## config.mk

```make
export PLATFORM = sky130hd
export DESIGN_NAME = btn_debounce_multi
export DESIGN_NICKNAME = d
export VERILOG_FILES = /design/src/rtl/btn_debounce_multi.sv
export SDC_FILE = /design/constraint.sdc
export NUM_CORES = 1
export LEC_CHECK = 0
export ABC_CLOCK_PERIOD_IN_PS = 17950
export CORE_AREA = 2 2 143 145
export DETAILED_ROUTE_END_ITERATION = 6
export DIE_AREA = 0 0 145 147
export PLACE_DENSITY = 0.84
export SLEW_MARGIN = 20
export SYNTH_ARGS = -nofsm -noshare
export SYNTH_HDL_FRONTEND = slang
export SYNTH_SLANG_ARGS = --single-unit
```

## constraint.sdc

```tcl
create_clock -name clk -period 17.95 [get_ports clk]
set_input_delay 2.6925 -clock clk [delete_from_list [all_inputs] [get_ports clk]]
set_output_delay 2.6925 -clock clk [all_outputs]
set_load 0.1 [all_outputs]
```

## src/rtl/btn_debounce_multi.sv

```systemverilog
// Multi-channel button synchroniser/debouncer with press, release,
// long-press and (with BTN_REPEAT_EN) auto-repeat pulses per channel.
//
// Ports:
//   clk     system clock
//   rst     asynchronous active-high reset
//   i_btn   raw button levels, 1 = pressed
//   o_btn   debounced level per channel
//   o_rise  1-cycle pulse on accepted press
//   o_fall  1-cycle pulse on accepted release
//   o_long  1-cycle pulse when the hold reaches LONG_CYCLES
//   o_rep   1-cycle auto-repeat pulse (0 unless BTN_REPEAT_EN)
// Optional feature macro: BTN_REPEAT_EN
module btn_debounce_multi #(
  parameter int N_CH          = 4,
  parameter int DB_CYCLES     = 1_000_000,
  parameter int LONG_CYCLES   = 100_000_000,
  parameter int REPEAT_CYCLES = 20_000_000
) (
  input  logic            clk,
  input  logic            rst,
  input  logic [N_CH-1:0] i_btn,
  output logic [N_CH-1:0] o_btn,
  output logic [N_CH-1:0] o_rise,
  output logic [N_CH-1:0] o_fall,
  output logic [N_CH-1:0] o_long,
  output logic [N_CH-1:0] o_rep
);

  localparam int DB_W = $clog2(DB_CYCLES + 1);
  localparam int LG_W = $clog2(LONG_CYCLES + 1);

  localparam logic [DB_W-1:0] DB_ONE  = DB_W'(1);
  localparam logic [DB_W-1:0] DB_LAST = DB_W'(DB_CYCLES - 1);
  localparam logic [LG_W-1:0] LG_ONE  = LG_W'(1);
  localparam logic [LG_W-1:0] LG_MAX  = LG_W'(LONG_CYCLES);
  localparam logic [LG_W-1:0] LG_LAST = LG_W'(LONG_CYCLES - 1);

`ifdef BTN_REPEAT_EN
  localparam int RP_W = $clog2(REPEAT_CYCLES + 1);
  localparam logic [RP_W-1:0] RP_ONE  = RP_W'(1);
  localparam logic [RP_W-1:0] RP_LAST = RP_W'(REPEAT_CYCLES - 1);
`endif

  typedef enum logic [1:0] {
    IDLE,
    PRESS_WAIT,
    PRESSED,
    RELEASE_WAIT
  } state_t;

  for (genvar g = 0; g < N_CH; g++) begin : g_ch
    logic            s1;
    logic            s2;
    state_t          st;
    logic [DB_W-1:0] db_cnt;
    logic [LG_W-1:0] hold_cnt;
    logic            btn_q;
    logic            rise_q;
    logic            fall_q;
    logic            long_q;
    logic            held;

    // Hold time only advances while the synchronised input is high in a
    // pressed state, so a release bounce pauses rather than restarts it.
    assign held = s2 && (st == PRESSED || st == RELEASE_WAIT);

    always_ff @(posedge clk or posedge rst) begin
      if (rst) begin
        s1 <= 1'b0;
        s2 <= 1'b0;
      end else begin
        s1 <= i_btn[g];
        s2 <= s1;
      end
    end

`ifdef BTN_REPEAT_EN
    logic            rep_on;
    logic [RP_W-1:0] rep_cnt;
    logic            rep_q;
`endif

    always_ff @(posedge clk or posedge rst) begin
      if (rst) begin
        st       <= IDLE;
        db_cnt   <= '0;
        hold_cnt <= '0;
        btn_q    <= 1'b0;
        rise_q   <= 1'b0;
        fall_q   <= 1'b0;
        long_q   <= 1'b0;
`ifdef BTN_REPEAT_EN
        rep_on   <= 1'b0;
        rep_cnt  <= '0;
        rep_q    <= 1'b0;
`endif
      end else begin
        rise_q <= 1'b0;
        fall_q <= 1'b0;
        long_q <= 1'b0;
`ifdef BTN_REPEAT_EN
        rep_q  <= 1'b0;
`endif
        if (held) begin
          if (hold_cnt != LG_MAX)
            hold_cnt <= hold_cnt + LG_ONE;
          if (hold_cnt == LG_LAST)
            long_q <= 1'b1;
`ifdef BTN_REPEAT_EN
          if (rep_on) begin
            if (rep_cnt == RP_LAST) begin
              rep_cnt <= '0;
              rep_q   <= 1'b1;
            end else begin
              rep_cnt <= rep_cnt + RP_ONE;
            end
          end
          // Repeat period is timed from the long-press cycle.
          if (hold_cnt == LG_LAST) begin
            rep_on  <= 1'b1;
            rep_cnt <= '0;
          end
`endif
        end
        unique case (st)
          IDLE: begin
            if (s2) begin
              st     <= PRESS_WAIT;
              db_cnt <= DB_ONE;
            end
          end
          PRESS_WAIT: begin
            if (!s2) begin
              st     <= IDLE;
              db_cnt <= '0;
            end else if (db_cnt == DB_LAST) begin
              st     <= PRESSED;
              db_cnt <= '0;
              btn_q  <= 1'b1;
              rise_q <= 1'b1;
            end else begin
              db_cnt <= db_cnt + DB_ONE;
            end
          end
          PRESSED: begin
            if (!s2) begin
              st     <= RELEASE_WAIT;
              db_cnt <= DB_ONE;
            end
          end
          RELEASE_WAIT: begin
            if (s2) begin
              st     <= PRESSED;
              db_cnt <= '0;
            end else if (db_cnt == DB_LAST) begin
              st       <= IDLE;
              db_cnt   <= '0;
              btn_q    <= 1'b0;
              fall_q   <= 1'b1;
              hold_cnt <= '0;
`ifdef BTN_REPEAT_EN
              rep_on   <= 1'b0;
              rep_cnt  <= '0;
`endif
            end else begin
              db_cnt <= db_cnt + DB_ONE;
            end
          end
          default: st <= IDLE;
        endcase
      end
    end

    assign o_btn[g]  = btn_q;
    assign o_rise[g] = rise_q;
    assign o_fall[g] = fall_q;
    assign o_long[g] = long_q;
`ifdef BTN_REPEAT_EN
    assign o_rep[g]  = rep_q;
`else
    assign o_rep[g]  = 1'b0;
`endif
  end

endmodule

```

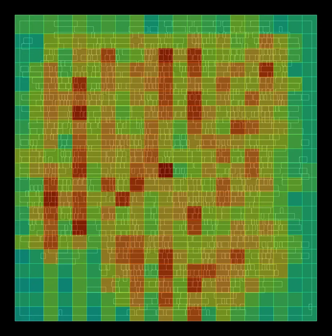
*Routing congestion map, run 1*
highest-utilization routing layer at the global route stage: met2
GR Layer Usage met2: 36.4%
met1 capacity usage during global routing: 29.7%
GR Util All Layers: 21.5%

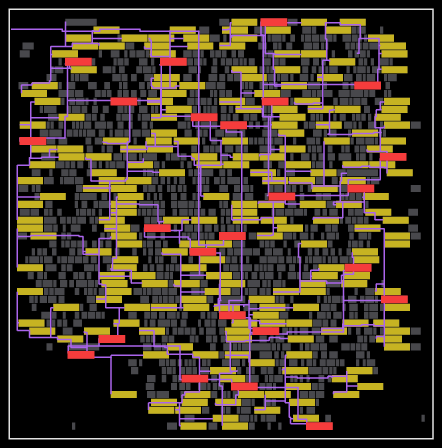
*Routed clock nets over the placement, run 1*
flip-flops -> yellow  # count 220
cells driving clock nets -> red  # count 24
clock wires -> purple  # length 2660 µm
flops lie = all over the die
routed clock nets = 25

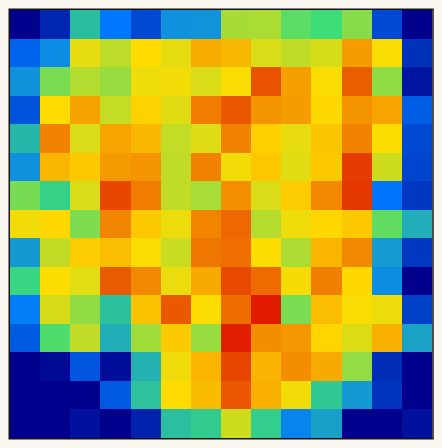
*Cell area per tile, run 1*
The die is cut into 14 by 15 equal tiles; dark blue is low, red is high, 0 to 100% covered.
mean over tiles = 59%
nearly empty tiles = 6.7%
emptiest ninth of the die = lower left
post-layout util: 64.5%
Floorplan Core Area: 19800 µm²

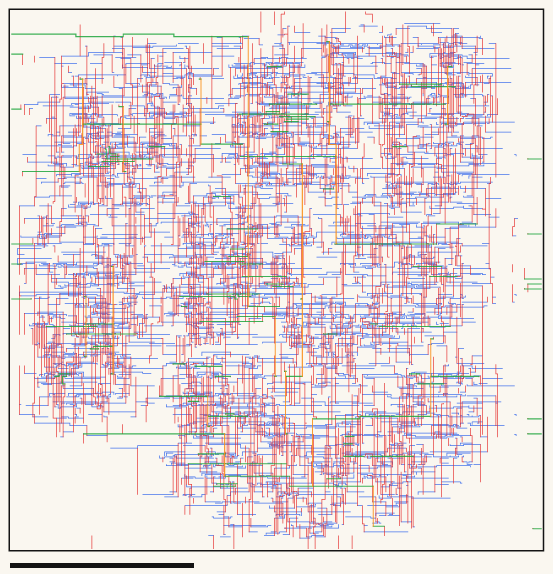
*Metal layers overlaid, run 1*
Bar = 50 µm.
met4 -> orange  # wire length 414 µm
met3 -> green  # wire length 913 µm
met2 -> red  # wire length 10700 µm
met1 -> blue  # wire length 10800 µm

==> results.txt, run 1 <==
Results of the run.

In the final layout, clock buffers and inverters account for 6.55% of the cell area. The post-cts resize count is 0. The initial standard-cell utilization of the core is 58.8%. Looking at the worst setup and hold paths, the clock pins of their registers show a slew of 60 ps. The run finished with clean final reports. The buffer count excluding the clock tree in the final layout is 31. In the final design database the tool counted 1272 nets.

The final max-slew violation count recorded for this run is 0. After Yosys synthesis, AND-OR and OR-AND compound gates account for 10.6% of the synthesized area. The dominant delay contributor by cell family on the critical path is buffers and inverters. The clock period minus final worst setup slack is 4770 ps. Entering global routing, the biggest net connects 140 pins. In this run the mean area of a mapped cell was 9.24 µm². Counting the fill cells in the layout gives 1562. The most instantiated logic cell after routing is dfrtp_1. The first global-routing pass estimated 39800 µm of wire. The end point of the worst hold path is g_ch[1].s2. The final critical path takes up 26.6% of the cycle. The multi-input logic area is 5670 µm².

The cell group occupying the most layout area is combinational gates. Per the log, the first TritonRoute iteration ended with a DRC count of 605. The largest registers in the layout are g_ch.hold_cnt x108, g_ch.db_cnt x80.

The detail route stage leaves a number of antenna-violating nets equal to 0. The worst setup path is captured at a primary output. The predominant post-synthesis flop cell is dfrtp_1. The beginning of the worst register-to-register path is g_ch[3].db_cnt[0]. For the worst setup path, the data arrival time is 2080 ps. The number of buffers inserted for hold repair after clock tree synthesis is 0.

Yosys mapped a number of flops with a built-in enable equal to 0. The number of placed instances, taps included, is 1497. Per the synth log, the flip-flop and latch total comes to 220. Per the detail_route report, the via count comes to 9224. For this design the static power due to leakage is 0.00550 µW. The library cell occupying the most area in the post-synthesis netlist is dfrtp_1.

The cell-mix breakdown from Yosys lists the XOR/XNOR area share as 7.58%. The post-CTS setup repair buffer count is 0.
==> run 1: worst max-delay path by stage <==
stage                  startpoint                         end  slack, ps
finish              g_ch[2].btn_q                    o_btn[2]      13180
global route        g_ch[2].btn_q                    o_btn[2]      13140
CTS                 g_ch[2].btn_q                    o_btn[2]      13170
detailed placement            rst               g_ch[1].st[0]      12910
global placement              rst          g_ch[2].db_cnt[11]      12910
floorplan                     rst  asynchronous set/reset pin       9240
==> run 1: where the power goes <==
| group | total, µW | internal, µW | switching (µW) | leakage (µW) |
|---|---|---|---|---|
| logic | 40.0 | 11.7 | 28.3 | 0.00205 |
| clock network | 512 | 321 | 191 | 0.000418 |
| registers | 515 | 503 | 11.3 | 0.00303 |
==> run 1 -> run 2 <==
--- a/config.mk
+++ b/config.mk
@@ -5,7 +5,7 @@
 export SDC_FILE = /design/constraint.sdc
 export NUM_CORES = 1
 export LEC_CHECK = 0
-export ABC_CLOCK_PERIOD_IN_PS = 17950
+export ABC_CLOCK_PERIOD_IN_PS = 4900
 export CORE_AREA = 2 2 143 145
 export DETAILED_ROUTE_END_ITERATION = 6
 export DIE_AREA = 0 0 145 147
==> constraint.sdc (replaced) <==
create_clock -name clk -period 4.9 [get_ports clk]
set_input_delay 0.735 -clock clk [delete_from_list [all_inputs] [get_ports clk]]
set_output_delay 0.735 -clock clk [all_outputs]
set_load 0.1 [all_outputs]
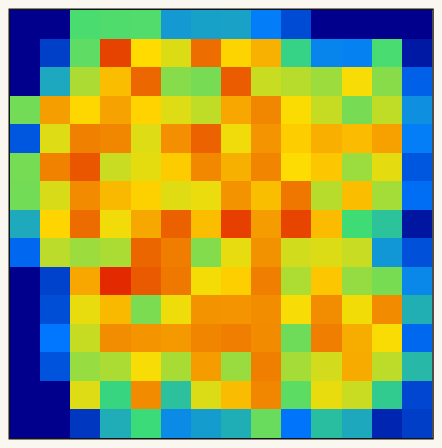
*Cell area per tile, run 2*
The die is cut into 14 by 15 equal tiles; dark blue is low, red is high, 0 to 100% covered.
tiles over 75% full = 36%
mean over tiles = 59%
fullest tile = 95%
densest ninth of the die = center
nearly empty tiles = 7.6%

==> run 2 against run 1 <==
Sequential share of layout area about the same. Critical path depth did not move. Core utilization is essentially flat. Setup slack worse by 11000 ps. Clock skew fell by 0.72 ps. Die area is the same. Combinational power grew to 3.7 times the previous value. Register-to-register slack worse by 13000 ps. Routed wire length is 1.0% higher. Critical endpoint unchanged. Final area about the same. Critical path type unchanged. First-iteration DRC count is 7.9% higher.
==> results.txt, run 2 <==
Results of the run.

The cell area reported after detailed placement is 12000 µm² (was 11900 µm²). The wire length on met1 is 10600 µm (was 10800 µm). The first-pass GRT wire length is 40600 µm (was 39800 µm). The CTS tree is done (unchanged). The final standard cell area without fillers came to 12800 µm² (about the same).

The capturing instance or port of the critical path is o_btn[2] (unchanged). The maximum vdd ir drop is 250 µV (was 69.3 µV). The beginning of the worst register-to-register path is g_ch[3].db_cnt[0] (unchanged).

The most instantiated logic cell after routing is dfrtp_1 (unchanged). The register-to-register setup slack was 2230 ps (was 15170 ps). The number of buffers inserted for hold repair after clock tree synthesis was 0 (unchanged). The start point of the worst min-delay path is g_ch[0].s1 (was g_ch[1].s1). The post-route core utilization is 64.6% (was 64.5%). The critical path arrival came to 2080 ps (about the same). The placed instance count is 1497 (unchanged). The met1 usage in global routing is 30.5% (was 29.7%).

The path length in cells of the critical path is 1 (unchanged). The post-CTS setup repair buffer count is 0 (unchanged). The final timing report derives a shortest allowable period of 2820 ps. The post-cts resize count was 0 (unchanged). The area of the core region is 19800 µm² (unchanged). The tally of nets with antenna violations remaining after routing came to 0 (unchanged).

Main area contributors after synthesis: dfrtp_1 (47%), nor2_1 (4.6%), xor2_1 (4.5%) (unchanged). The end point of the worst hold path is g_ch[0].s2 (was g_ch[1].s2). The number of max-slew violations in the final report is 0 (unchanged). The layer with the highest usage after global routing is met2 (unchanged).

The maximum single-stage delay on the critical path is 1160 ps (about the same). The slowest cell on the critical path is clkdlybuf4s50_1 (unchanged). The via total after detailed routing came to 9220 (was 9224). The share of cells above drive strength 1 is 6.45% (was 6.53%).

The data required time at the worst endpoint came to 4160 ps (was 15260 ps). Cell chain of the critical path: clkdlybuf4s50_1 (unchanged). The number of flip-flops in the largest register came to 108 (unchanged). The library cell occupying the most area in the post-synthesis netlist is dfrtp_1 (unchanged). The via count of the first global-routing pass is 8980 (was 8673). The worst reg2reg path depth is 6 (unchanged). The capturing element type of the critical path was a primary output (unchanged). The timing startpoint of the critical path was g_ch[2].btn_q (unchanged).

The clock transition at the registers of the reported paths is 60 ps (about the same). The maximum number of pins on one net before global-route repair was 123 (was 140). The number of unique standard cell types used by synthesis is 67 (unchanged). The area of the chip was 21300 µm² (unchanged). The total global routing track utilization is 21.9% (was 21.5%). Most frequently placed logic cells in the final layout: dfrtp_1 (220), nor2_1 (143), nand2_1 (106) (unchanged). The number of levels the H-tree was split into is 1 (unchanged). The wire length on met3 is 980 µm (was 912 µm). The highest achievable clock rate is 355 MHz. The part of the cycle the worst path needs is 57.5%. The predominant post-synthesis flop cell is dfrtp_1 (unchanged). The total count of hold-check failures in the final report was 0 (unchanged). The highest metal layer with signal wires is met4 (unchanged). The initial standard-cell utilization of the core is 58.8% (unchanged). The number of design-rule violations left by the first detailed-router iteration is 653 (was 605).

The cell area power density is 308 nW/µm² (was 83.3 nW/µm²). The setup slack at placement came to 2230 ps (was 12910 ps). The synthesized area per cell is 9.24 µm² (unchanged). The met2 track utilization from global routing is 36.0% (was 36.4%). The cell chosen for the clock root is clkbuf_16 (unchanged).

The insertion delay of the later-clocked pin in the worst-skew pair is 510 ps (about the same). The leakage power of the design is 0.00549 µW (was 0.00550 µW). The total I/O pin count is 26 (unchanged). Result of the run: finished, final reports clean (unchanged). The number of flip-flops and latches in the synthesized netlist was 220 (unchanged). The count of library flops with an enable pin is 0 (unchanged). The post-route non-filler standard cell count is 1542 (was 1541). The worst clock skew is 9.65 ps (was 10.4 ps).

Unrepaired setup endpoints after global routing: false (unchanged). The dominant delay contributor by cell family on the critical path is buffers and inverters (unchanged). The buffer depth of the longest clock path is 3 (unchanged).

The accumulated negative setup slack is 0 ps (unchanged). The final net count came to 1272 (unchanged). The number of design rule violations left after detail routing is 0 (unchanged). Largest regs: g_ch.hold_cnt x108, g_ch.db_cnt x80 (unchanged).
run 2: cell counts after synthesis:
No cell type changed its count.
run 2: cells by family after synthesis:
family	count (synthesis)	share of synthesized area, %
compound gates	194	10.6
xor+xnor	101	7.58
fa+ha+maj	12	1.29
buf+inv	106	4.43
flops	220	47.1
mux	7	0.622
other cells	1	0.0321
simple gates	623	28.3
run 2: power breakdown:
group	internal (µW)	switching (µW)
registers	1840	38.7
clock network	1170	738
logic	43.3	105
total	3060	882
run 2: area by class of cell:
class	instances	area, µm²
clock buffers	36	717
clock inverters	9	129
fillers	1546	7030
inverters	36	139
multi-input cells	941	5680
flip-flops and latches	220	5510
well taps	270	338
repair buffers	30	303
Power is estimated from default activity; no workload was simulated.
